===== config.mk =====
export PLATFORM = sky130hd
export DESIGN_NAME = approx_mult_pipe
export DESIGN_NICKNAME = d
export VERILOG_FILES = /design/src/rtl/approx_mult_pkg.sv /design/src/rtl/approx_mult_comp.sv /design/src/rtl/approx_mult_pipe.sv
export SDC_FILE = /design/constraint.sdc
export NUM_CORES = 1
export LEC_CHECK = 0
export CAP_MARGIN = 5
export CORE_MARGIN = 1.5
export CORE_UTILIZATION = 57
export DETAILED_ROUTE_END_ITERATION = 12
export PLACE_DENSITY = 0.76
export SYNTH_ARGS = -nofsm -noshare
export SYNTH_HDL_FRONTEND = slang
export SYNTH_HIERARCHICAL = 1
export SYNTH_SLANG_ARGS = --single-unit

===== constraint.sdc =====
create_clock -name clk -period 5.6 [get_ports clk]
set_clock_uncertainty 0.05 [all_clocks]
set_input_delay 0.56 -clock clk [delete_from_list [all_inputs] [get_ports clk]]
set_output_delay 0.56 -clock clk [all_outputs]
set_load 0.02 [all_outputs]

===== src/rtl/approx_mult_pkg.sv =====
// approx_mult_pkg: shared types, width helpers and the compensation rule
// for the approximate multiplier family. Values here describe the default
// 8x8 configuration; parametrised blocks derive their own widths from W/L.
package approx_mult_pkg;

  localparam int W_DEF         = 8;
  localparam int L_DEF         = 2;
  localparam int COMP_COLS_DEF = 2;
  localparam int PW            = 2 * W_DEF;

  // One pipeline stage record for the default configuration.
  typedef struct packed {
    logic                     valid;
    logic                     exact;
    logic [W_DEF-1:0]         x;
    logic [W_DEF-1:0]         y;
    logic [W_DEF:0]           comp;
    logic [PW-L_DEF-1:0]      partial;
  } stage_t;

  // OR-compensation for the dropped low x rows: bit c+1 collects every
  // dropped partial-product bit that lands in column c, for the top
  // COMP_COLS columns below W.
  function automatic logic [W_DEF:0] comp_vec(input logic [W_DEF-1:0] x,
                                              input logic [W_DEF-1:0] y);
    logic [W_DEF:0] v;
    v = '0;
    for (int c = W_DEF - COMP_COLS_DEF; c < W_DEF; c++) begin
      for (int i = 0; i < L_DEF; i++) begin
        if (c >= i) begin
          v[c+1] = v[c+1] | (x[i] & (|(y & ({{(W_DEF-1){1'b0}}, 1'b1} << (c - i)))));
        end
      end
    end
    return v;
  endfunction

endpackage


===== src/rtl/approx_mult_comp.sv =====
// approx_mult_comp: combinational OR-compensation vector for a multiplier
// that truncates its low L x rows. Reusable by any truncated multiplier.
module approx_mult_comp
  import approx_mult_pkg::*;
#(
  parameter int W         = 8,
  parameter int L         = 2,
  parameter int COMP_COLS = 2
) (
  input  logic [W-1:0] x,
  input  logic [W-1:0] y,
  output logic [W:0]   comp
);

  // Column c of a dropped row i holds x[i] & y[c-i]; OR them into bit c+1.
  always_comb begin
    comp = '0;
    for (int c = W - COMP_COLS; c < W; c++) begin
      for (int i = 0; i < L; i++) begin
        if (c >= i) begin
          comp[c+1] = comp[c+1] | (x[i] & (|(y & ({{(W-1){1'b0}}, 1'b1} << (c - i)))));
        end
      end
    end
  end

endmodule


===== src/rtl/approx_mult_pipe.sv =====
// approx_mult_pipe: two-stage pipelined unsigned approximate multiplier
// with valid/ready on both sides and a per-beat exact/approximate select.
// Optional macro APPROX_MULT_ERR_STAT_EN adds error statistics
// (stat_clr, err_sum, err_max, stat_cnt) over approximate output beats.
module approx_mult_pipe
  import approx_mult_pkg::*;
#(
  parameter int W         = 8,
  parameter int L         = 2,
  parameter int COMP_COLS = 2
) (
  input  logic           clk,
  input  logic           rst,
  input  logic           in_valid,
  output logic           in_ready,
  input  logic [W-1:0]   in_x,
  input  logic [W-1:0]   in_y,
  input  logic           in_exact,
  output logic           out_valid,
  input  logic           out_ready,
  output logic [2*W-1:0] out_z,
  output logic           out_exact
`ifdef APPROX_MULT_ERR_STAT_EN
  ,
  input  logic            stat_clr,
  output logic [2*W+15:0] err_sum,
  output logic [2*W-1:0]  err_max,
  output logic [15:0]     stat_cnt
`endif
);

  localparam int ZW = 2 * W;

  typedef struct packed {
    logic              valid;
    logic              exact;
    logic [W-1:0]      x;
    logic [W-1:0]      y;
    logic [W:0]        comp;
    logic [ZW-L-1:0]   partial;
  } stage_rec_t;

  stage_rec_t       s1;
  logic [W:0]       comp_c;
  logic [ZW-L-1:0]  partial_c;
  logic [ZW-1:0]    approx_z;
  logic [ZW-1:0]    exact_z;
  logic             s2_advance;

  approx_mult_comp #(
    .W         (W),
    .L         (L),
    .COMP_COLS (COMP_COLS)
  ) u_comp (
    .x    (in_x),
    .y    (in_y),
    .comp (comp_c)
  );

  assign partial_c  = {{(W-L){1'b0}}, in_y} * {{W{1'b0}}, in_x[W-1:L]};
  assign s2_advance = !out_valid || out_ready;
  assign in_ready   = !s1.valid || s2_advance;

  // Stage 1: capture operands, mode, compensation and truncated partial.
  always_ff @(posedge clk or posedge rst) begin
    if (rst) begin
      s1 <= '0;
    end else if (in_ready) begin
      s1.valid <= in_valid;
      if (in_valid) begin
        s1.exact   <= in_exact;
        s1.x       <= in_x;
        s1.y       <= in_y;
        s1.comp    <= comp_c;
        s1.partial <= partial_c;
      end
    end
  end

  assign approx_z = {s1.partial, {L{1'b0}}} + {{(W-1){1'b0}}, s1.comp};
  assign exact_z  = {{W{1'b0}}, s1.x} * {{W{1'b0}}, s1.y};

  // Stage 2: output register; data only moves when a real beat advances,
  // so out_z/out_exact stay put under backpressure.
  always_ff @(posedge clk or posedge rst) begin
    if (rst) begin
      out_valid <= 1'b0;
      out_z     <= '0;
      out_exact <= 1'b0;
    end else if (s2_advance) begin
      out_valid <= s1.valid;
      if (s1.valid) begin
        out_z     <= s1.exact ? exact_z : approx_z;
        out_exact <= s1.exact;
      end
    end
  end

`ifdef APPROX_MULT_ERR_STAT_EN
  logic [ZW-1:0]  err_c;
  logic [ZW-1:0]  err_q;
  logic [ZW+16:0] sum_next;

  assign err_c    = (exact_z >= approx_z) ? (exact_z - approx_z) : (approx_z - exact_z);
  assign sum_next = {1'b0, err_sum} + {17'd0, err_q};

  // Error magnitude travels alongside the result it belongs to.
  always_ff @(posedge clk or posedge rst) begin
    if (rst) begin
      err_q <= '0;
    end else if (s2_advance && s1.valid) begin
      err_q <= err_c;
    end
  end

  // Statistics over approximate beats leaving the block; clear wins.
  always_ff @(posedge clk or posedge rst) begin
    if (rst) begin
      err_sum  <= '0;
      err_max  <= '0;
      stat_cnt <= '0;
    end else if (stat_clr) begin
      err_sum  <= '0;
      err_max  <= '0;
      stat_cnt <= '0;
    end else if (out_valid && out_ready && !out_exact) begin
      err_sum <= sum_next[ZW+16] ? '1 : sum_next[ZW+15:0];
      if (err_q > err_max) err_max <= err_q;
      if (stat_cnt != 16'hFFFF) stat_cnt <= stat_cnt + 16'd1;
    end
  end
`endif

endmodule

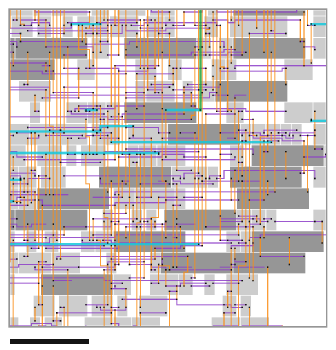
(images/detail.png)
The bar under the picture is 10 um long. Region (61, 7) to (101, 47) um. Cells in gray, sequential cells in the stronger gray; small squares are vias.
Key: metal 1 = purple; metal 4 = green; metal 2 = orange; metal 3 = cyan
Netlist names of flops here include `out_z` (13), `s1` (5). Sequential cells in the window: 19. Most frequent: dfrtp_1 (19), nand2_1 (18), o21ai_0 (10). 104 logic cells have their middle in the window.

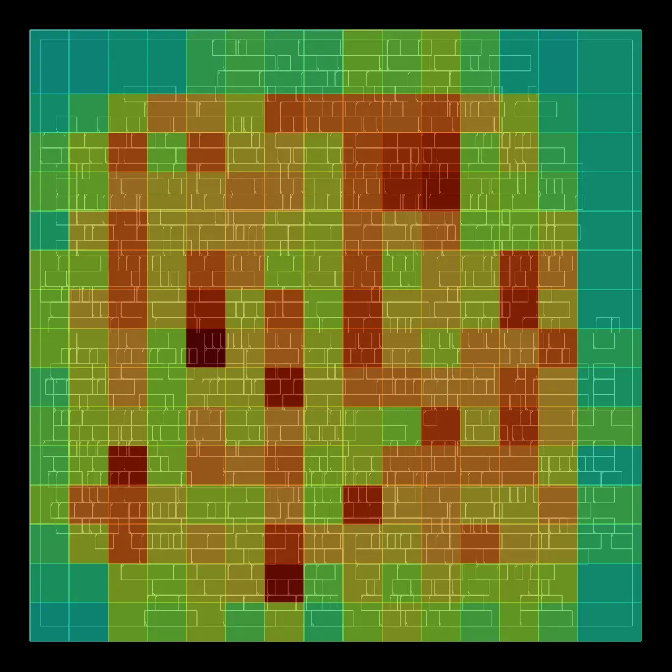
(images/congestion.png)
M1 GR Usage: 32.8%
grt met3 use: 4.30%
total routing resource utilization after global routing: 26.1%
routing usage on met2: 45.7%
post-DR wirelength/cell: 16.4 um

==> impl.org <==
#+TITLE: Physical design notes

** Flow run
- Number of warnings the tools reported :: 26

** Power and ir drop
- For the sequential group, total power comes out at 676 uW.
- Dividing total power by cell area gives a power density of 527 mW/mm^2.
- The combinational power reported by the tool is 2.59 mW.
- Switching pwr :: ~1.8 mW
- Internal power contribution :: 1.91 mW

** CTS
- Resized cells post-CTS :: 0
- Clk Latency, worst-skew pair :: 0.36 ns
- Clock tree from TritonCTS :: built
- Clock Tree Buf Depth :: 2
- Clock transition at the registers of the reported paths :: 0.08 ns

** Worst setup path
- The worst register-to-register path ends at out_z[15].
- The worst setup path is launched from a register.
- Endpoint type of the worst setup path :: register
- Maximum fanout count along the critical path :: 9
- Worst stage delay on the critical path :: 0.54 ns
- Per STA, the worst path is made up of nand2_1, fa_1, fa_1, inv_1, fa_1, inv_1, fa_1, inv_1, ha_1, o211ai_1, a21o_1, a21oi_2, a31oi_4, mux2i_1, a221o_1.
- Crit-path slowest cell :: sky130_fd_sc_hd__fa_1

** Routing
- Routed vias/inst :: 5.51
- Pre-Repair DR Iteration Count :: 5
- Routed length on met1 :: about 5600 um
- Antenna-violating nets left :: 0

** Die
- According to the I/O placement log, the pin count is around 40.
- Area of the core region :: 0.0108 mm^2
- Horizontal die dimension :: 108 um
- Starting density of the core :: 58.0%

** Final layout
- The library cells used most frequently in the layout, excluding fill and tap cells, are sky130_fd_sc_hd__inv_1, sky130_fd_sc_hd__and2_1, sky130_fd_sc_hd__nand2_1.
- Total of plain and repair buffers excluding clock buffers :: 41
- Layout cell share with drive strength beyond 1 :: 7.86%
- Cells fill 64.6% of the core in the end.
- Multi-input gate area :: 0.00437 mm^2
- At the end of the flow, the number of nets in the layout was 843.
- Registers :: 59
- The number of antenna diodes in the final layout is 0.
- Register with the highest flop count :: s1

** Global route
- The via count of the first global-routing pass came to 4956.

** Worst hold path
- The worst hold path was traced through 2 stages.
- Destination of the worst hold path :: out_z[6]

** STA
- WHS :: 0.428 ns
- The final timing report gives a worst setup slack of 1.08 ns.
- For the finished layout, the period the worst path requires is 4.52 ns.

** Yosys
- Share of cell area taken by muxes after synthesis :: slightly above 6%
- After synthesis the netlist holds a flip-flop and latch count of just under 60.
- Adder share :: around a third
- Top logic family :: adder cells
- Synthesized area per cell :: 9.55 um^2
- Summed over its instances, the top area cell type makes up between 20% and 30% of the synthesized netlist area.
- Of the total synthesized cell area, the portion taken by AND, OR, NAND and NOR gates is 16.5%.
- Looking at the gate-level netlist, the highest instance count belongs to sky130_fd_sc_hd__inv_1.
- Main flop type :: sky130_fd_sc_hd__dfrtp_1
- AO/OA Area Share :: 10.1%

** Placement
- Port-buffer cells :: 39
- Inst Count DP :: 824
- The placement summary gives the final routability congestion estimate as roughly 0.90.

** Outcome
- Result of the run :: finished clean
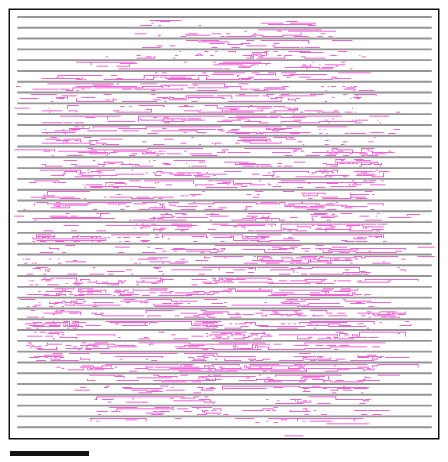
(images/layer_met1.png)
The bar under the picture is 20 um long. Supply wires on this layer in gray.
The layer carries 5630 um of wire. 757 nets have wire on it. The longest straight run is 26.2 um. The wires run mostly horizontal. The layer holds 41% of the routed length.
total wirelength of the detailed-routed design: 13800 um
routed vias: 4632

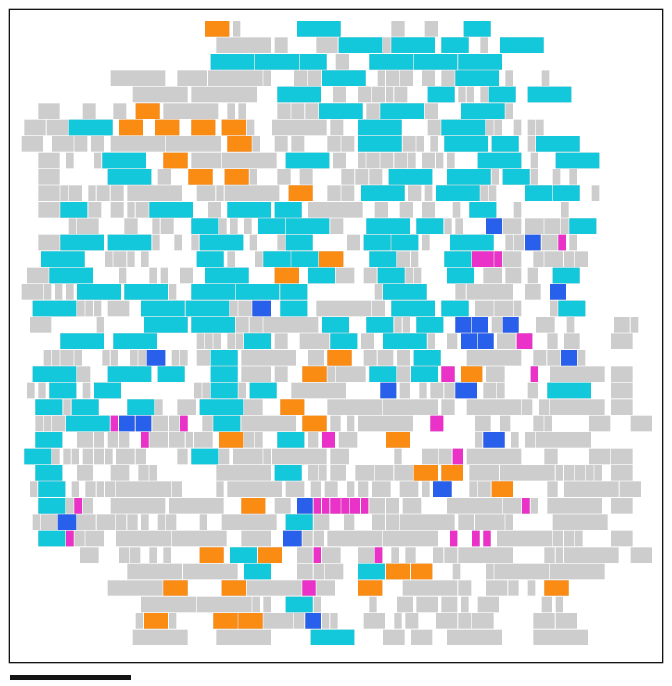
(images/logic_types.png)
The bar under the picture is 20 um long.
Key: non-inverting ao/oa cells = blue [cells 21]; fa/ha/maj cells = cyan [cells 127]; mux cells = orange [cells 35]; nor cells = magenta [cells 27]
Final Non-Filler Cells: 840
most used logic cell in the final layout: sky130_fd_sc_hd__inv_1
fraction of area in multi-input gates: 62.8%

Power figures rest on the tool's default switching activity, not on a simulated workload.
